===== src/rtl/wb_rr_arbiter.sv =====
// N-master to 1-slave Wishbone round-robin arbiter with a CYC-long grant.
// Slave RTY and an ACK watchdog end a burst early so no master can hog the bus.
module wb_rr_arbiter #(
    parameter int NUM_M   = 2,
    parameter int DW      = 128,
    parameter int AW      = 12,
    parameter int SELW    = DW / 8,
    parameter int TIMEOUT = 64
) (
    input  logic                  CLK,
    input  logic                  RST_N,
    input  logic [NUM_M-1:0]      m_cyc,
    input  logic [NUM_M-1:0]      m_stb,
    input  logic [NUM_M-1:0]      m_we,
    input  logic [NUM_M*AW-1:0]   m_adr,
    input  logic [NUM_M*SELW-1:0] m_sel,
    input  logic [NUM_M*DW-1:0]   m_dat_m,
    output logic [DW-1:0]         m_dat_s,
    output logic [NUM_M-1:0]      m_ack,
    output logic [NUM_M-1:0]      m_rty,
    output logic                  s_cyc,
    output logic                  s_stb,
    output logic                  s_we,
    output logic [AW-1:0]         s_adr,
    output logic [SELW-1:0]       s_sel,
    output logic [DW-1:0]         s_dat_m,
    input  logic [DW-1:0]         s_dat_s,
    input  logic                  s_ack,
    input  logic                  s_rty,
    output logic [NUM_M-1:0]      grant
);

    localparam int IW = $clog2(NUM_M);
    localparam int WW = $clog2(TIMEOUT);

    typedef enum logic [1:0] {
        IDLE,
        BUSY,
        RELEASE
    } state_t;

    state_t           state_q, state_d;
    logic [NUM_M-1:0] grant_q, grant_d;
    logic [IW-1:0]    g_q, g_d;
    logic [IW-1:0]    rr_ptr_q, rr_ptr_d;
    logic [WW-1:0]    wdog_q, wdog_d;

    logic          found;
    logic [IW-1:0] pick;
    logic [IW-1:0] cand;
    logic          cyc_g;
    logic          stb_g;
    logic          stall;
    logic          fire;

    assign m_dat_s = s_dat_s;
    assign grant   = grant_q;

    // First requester at or after rr_ptr, wrapping modulo NUM_M
    always_comb begin
        found = 1'b0;
        pick  = '0;
        cand  = '0;
        for (int k = 0; k < NUM_M; k++) begin
            cand = IW'((int'(rr_ptr_q) + k) % NUM_M);
            if (!found && m_cyc[cand]) begin
                found = 1'b1;
                pick  = cand;
            end
        end
    end

    assign cyc_g = m_cyc[g_q];
    assign stb_g = cyc_g & m_stb[g_q];
    assign stall = stb_g & ~s_ack & ~s_rty;
    assign fire  = stall && (wdog_q == WW'(TIMEOUT - 1));

    always_comb begin
        state_d  = state_q;
        grant_d  = grant_q;
        g_d      = g_q;
        rr_ptr_d = rr_ptr_q;
        wdog_d   = wdog_q;
        s_cyc    = 1'b0;
        s_stb    = 1'b0;
        s_we     = 1'b0;
        s_adr    = '0;
        s_sel    = '0;
        s_dat_m  = '0;
        m_ack    = '0;
        m_rty    = '0;
        unique case (state_q)
            IDLE: begin
                wdog_d = '0;
                if (found) begin
                    grant_d       = '0;
                    grant_d[pick] = 1'b1;
                    g_d           = pick;
                    state_d       = BUSY;
                end
            end
            BUSY: begin
                s_cyc        = cyc_g & ~fire;
                s_stb        = stb_g & ~fire;
                s_we         = m_we[g_q];
                s_adr        = m_adr[g_q*AW +: AW];
                s_sel        = m_sel[g_q*SELW +: SELW];
                s_dat_m      = m_dat_m[g_q*DW +: DW];
                m_ack[g_q]   = s_ack;
                // ACK wins over a simultaneous RTY
                m_rty[g_q]   = (s_rty & ~s_ack) | fire;
                wdog_d       = stall ? wdog_q + WW'(1) : '0;
                if (!cyc_g || (s_rty && !s_ack) || fire) begin
                    state_d  = RELEASE;
                    wdog_d   = '0;
                    grant_d  = '0;
                    rr_ptr_d = (g_q == IW'(NUM_M - 1)) ? '0 : g_q + IW'(1);
                end
            end
            RELEASE: begin
                state_d = IDLE;
            end
            default: begin
                state_d = IDLE;
            end
        endcase
    end

    always_ff @(posedge CLK or negedge RST_N) begin
        if (!RST_N) begin
            state_q  <= IDLE;
            grant_q  <= '0;
            g_q      <= '0;
            rr_ptr_q <= '0;
            wdog_q   <= '0;
        end else begin
            state_q  <= state_d;
            grant_q  <= grant_d;
            g_q      <= g_d;
            rr_ptr_q <= rr_ptr_d;
            wdog_q   <= wdog_d;
        end
    end

endmodule


===== config.mk =====
export PLATFORM = sky130hd
export DESIGN_NAME = wb_rr_arbiter
export DESIGN_NICKNAME = d
export VERILOG_FILES = /design/src/rtl/wb_rr_arbiter.sv
export SDC_FILE = /design/constraint.sdc
export NUM_CORES = 1
export LEC_CHECK = 0
export CAP_MARGIN = 15
export CORE_AREA = 2 2 293 295
export DETAILED_ROUTE_END_ITERATION = 8
export DIE_AREA = 0 0 295 297
export SYNTH_ARGS = -nofsm -noshare
export SYNTH_HDL_FRONTEND = slang
export SYNTH_SLANG_ARGS = --single-unit

===== constraint.sdc =====
create_clock -name CLK -period 5.4 [get_ports CLK]
set_input_delay 0.81 -clock CLK [delete_from_list [all_inputs] [get_ports CLK]]
set_output_delay 0.81 -clock CLK [all_outputs]
set_load 0.005 [all_outputs]

==> flow_summary_export.csv <==
group,metric,value,unit
logic_synthesis,ys.flops,12,
setup_path,crit_required,4.59,ns
grt,grt_antenna_before_repair,4,
clock_tree,clock.latency.late_pin,0.24,ns
place,io_buffers,486,
logic_synthesis,ys_cells,558,
logic_synthesis,syn_avg_cell_area,7.11,um2
logic_synthesis,synth_nets,1009,
status,outcome,"complete, no violations",
final_timing,setup_ws,1.29,ns
setup_path,startpoint,"g_q$_DFFE_PN0P_",
final_timing,fin_crit_sh,0.760,
routing,drtIter0Drc,173,
setup_path,worstReg2RegStart,"g_q$_DFFE_PN0P_",
worst_hold_path,min_from,"wdog_q[0]$_DFFE_PN0P_",
final_timing,final.setup_skew,0.00152,ns
clock_tree,clockBufferDepth,2,
flow_run,maxCapViolations,0,
final_timing,tightest_slew,0.916,ns
clock_tree,post_cts_buffers,0,
place,routabilityCongestion,0.772,
setup_path,cp.arrival,3.30,ns
routing,dr_total_vias,5260,
power,p_leak,3.49,nW
grt,grt_pass1_wl,57600,um
routing,vias_per_cell,2.59,
die,die_h,297,um
routing,drc,0,
clock_tree,cts_resized,0,
final_timing,fmax,244,MHz
clock_tree,htree_levels,1,
logic_synthesis,syn-cell-area,3970,um2
place,place_ws,1.42,ns
final_timing,fin_tns_setup,0,ns
finish,layout_top_cells,"486 x clkdlybuf4s50_1, 166 x nor2_1, 160 x mux2i_1",
## worst max-delay path, cell delays in order, from the launching register on
cell             delay, ns
dfrtp_4               0.82
buf_4                 0.62
mux2i_1               0.80
nor2_1                0.12
clkdlybuf4s50_1       0.61
## final cells by class
cell class	count	area (um2)
Sequential cell	12	304
Fill cell	9815	75200
Timing Repair Buffer	491	4930
Clock buffer	4	78.8
Multi-Input combinational cell	373	2530
Tap cell	1144	1430
Inverter	7	26.3
## kinds of logic (layout without fill, tap and decap cells)
kind of cell,count (synthesis),count (layout),synth area share
flops,12,12,0.0756
simple gates,188,188,0.187
xor+xnor,1,1,0.00221
mux,161,161,0.406
compound gates,22,22,0.0362
buf+inv,173,502,0.290
fa+ha+maj,1,1,0.00315
## state kept, by name, summed over array words and instances (netlist names)
signal and flops:
g_q 1, grant 2, state_q 2, rr_ptr_q 1, wdog_q 6
## worst max-delay path by stage
stage	end	depth (start not counted)
after floorplan	s_stb	4
after global placement	s_stb	6
after detailed placement	s_dat_m[71]	4
after CTS	s_dat_m[71]	4
after global routing	s_dat_m[71]	4
final	s_dat_m[71]	4
## per-layer routing
metal / vias to the layer above / track usage / wire length (um)
li1: 2375 / - / -
met1: 2274 / 0.0993 / 15900
met2: 597 / 0.176 / 22200
met3: 8 / 0.0858 / 9700
met4: 6 / 0.00182 / 17
met5: - / 0 / 41
## synth_stat cells
library cell | instances | area, um2
ha_1 | 1 | 12.5
buf_2 | 13 | 65.1
or4_4 | 1 | 11.3
or2_0 | 1 | 6.26
mux2_2 | 1 | 11.3
a31oi_1 | 2 | 12.5
buf_1 | 7 | 26.3
a22o_1 | 1 | 8.76
dfrtp_1 | 12 | 300
nor2_1 | 166 | 623
a21oi_1 | 4 | 20.0
o211ai_1 | 1 | 7.51
inv_1 | 7 | 26.3
a32oi_1 | 2 | 17.5
o2bb2ai_1 | 1 | 8.76
a21oi_2 | 1 | 8.76
a31o_1 | 1 | 8.76
nor3_1 | 1 | 5.00
nor2b_1 | 2 | 12.5
o21ai_0 | 7 | 35.0
clkbuf_1 | 17 | 63.8
a32o_1 | 1 | 10.0
and3_1 | 1 | 6.26
nand2_1 | 10 | 37.5
o22ai_1 | 1 | 6.26
nor4_1 | 1 | 6.26
or3_1 | 1 | 6.26
mux2i_1 | 160 | 1600
buf_4 | 129 | 968
nand3_1 | 3 | 15.0
xnor2_1 | 1 | 8.76
nor4_2 | 1 | 12.5
## metrics by stage
step,util,hold WS (ns),cells,power (W),area (um2)
floorplan,-,0.479,558,0.00145,3970
global placement,0.109,0.504,2027,0.00343,9220
detailed placement,0.109,0.527,2027,0.00343,9220
CTS,0.110,0.543,2031,0.00358,9300
global route,0.110,0.576,2031,0.00371,9300
finish,0.110,0.535,2031,0.00344,9300
## where the power goes
part	switching (W)	total, W	internal [W]
combinational	0.00157	0.00309	0.00152
sequential	0.000102	0.000216	0.000114
clock	0.0000371	0.000136	0.0000992
**Met3 routing**

Scale bar: 100 um.
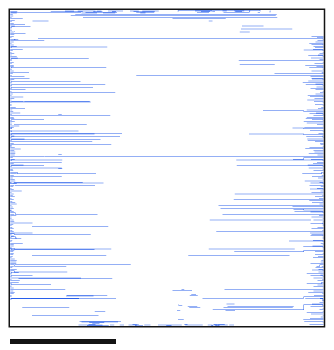
459 nets have wire on it. The layer carries 9700 um of wire. The longest straight run is 268 um. The wires run mostly horizontal.

**Cell placement**

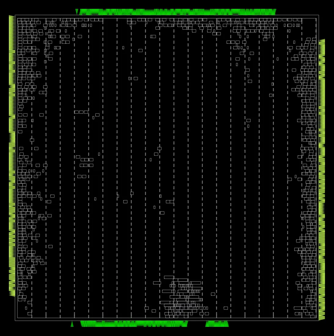
CORE AREA: 84500 um2
fin cells: 2031
row count: 107
fin util: 0.110
flop count: 12

Power is estimated from default activity; no workload was simulated.
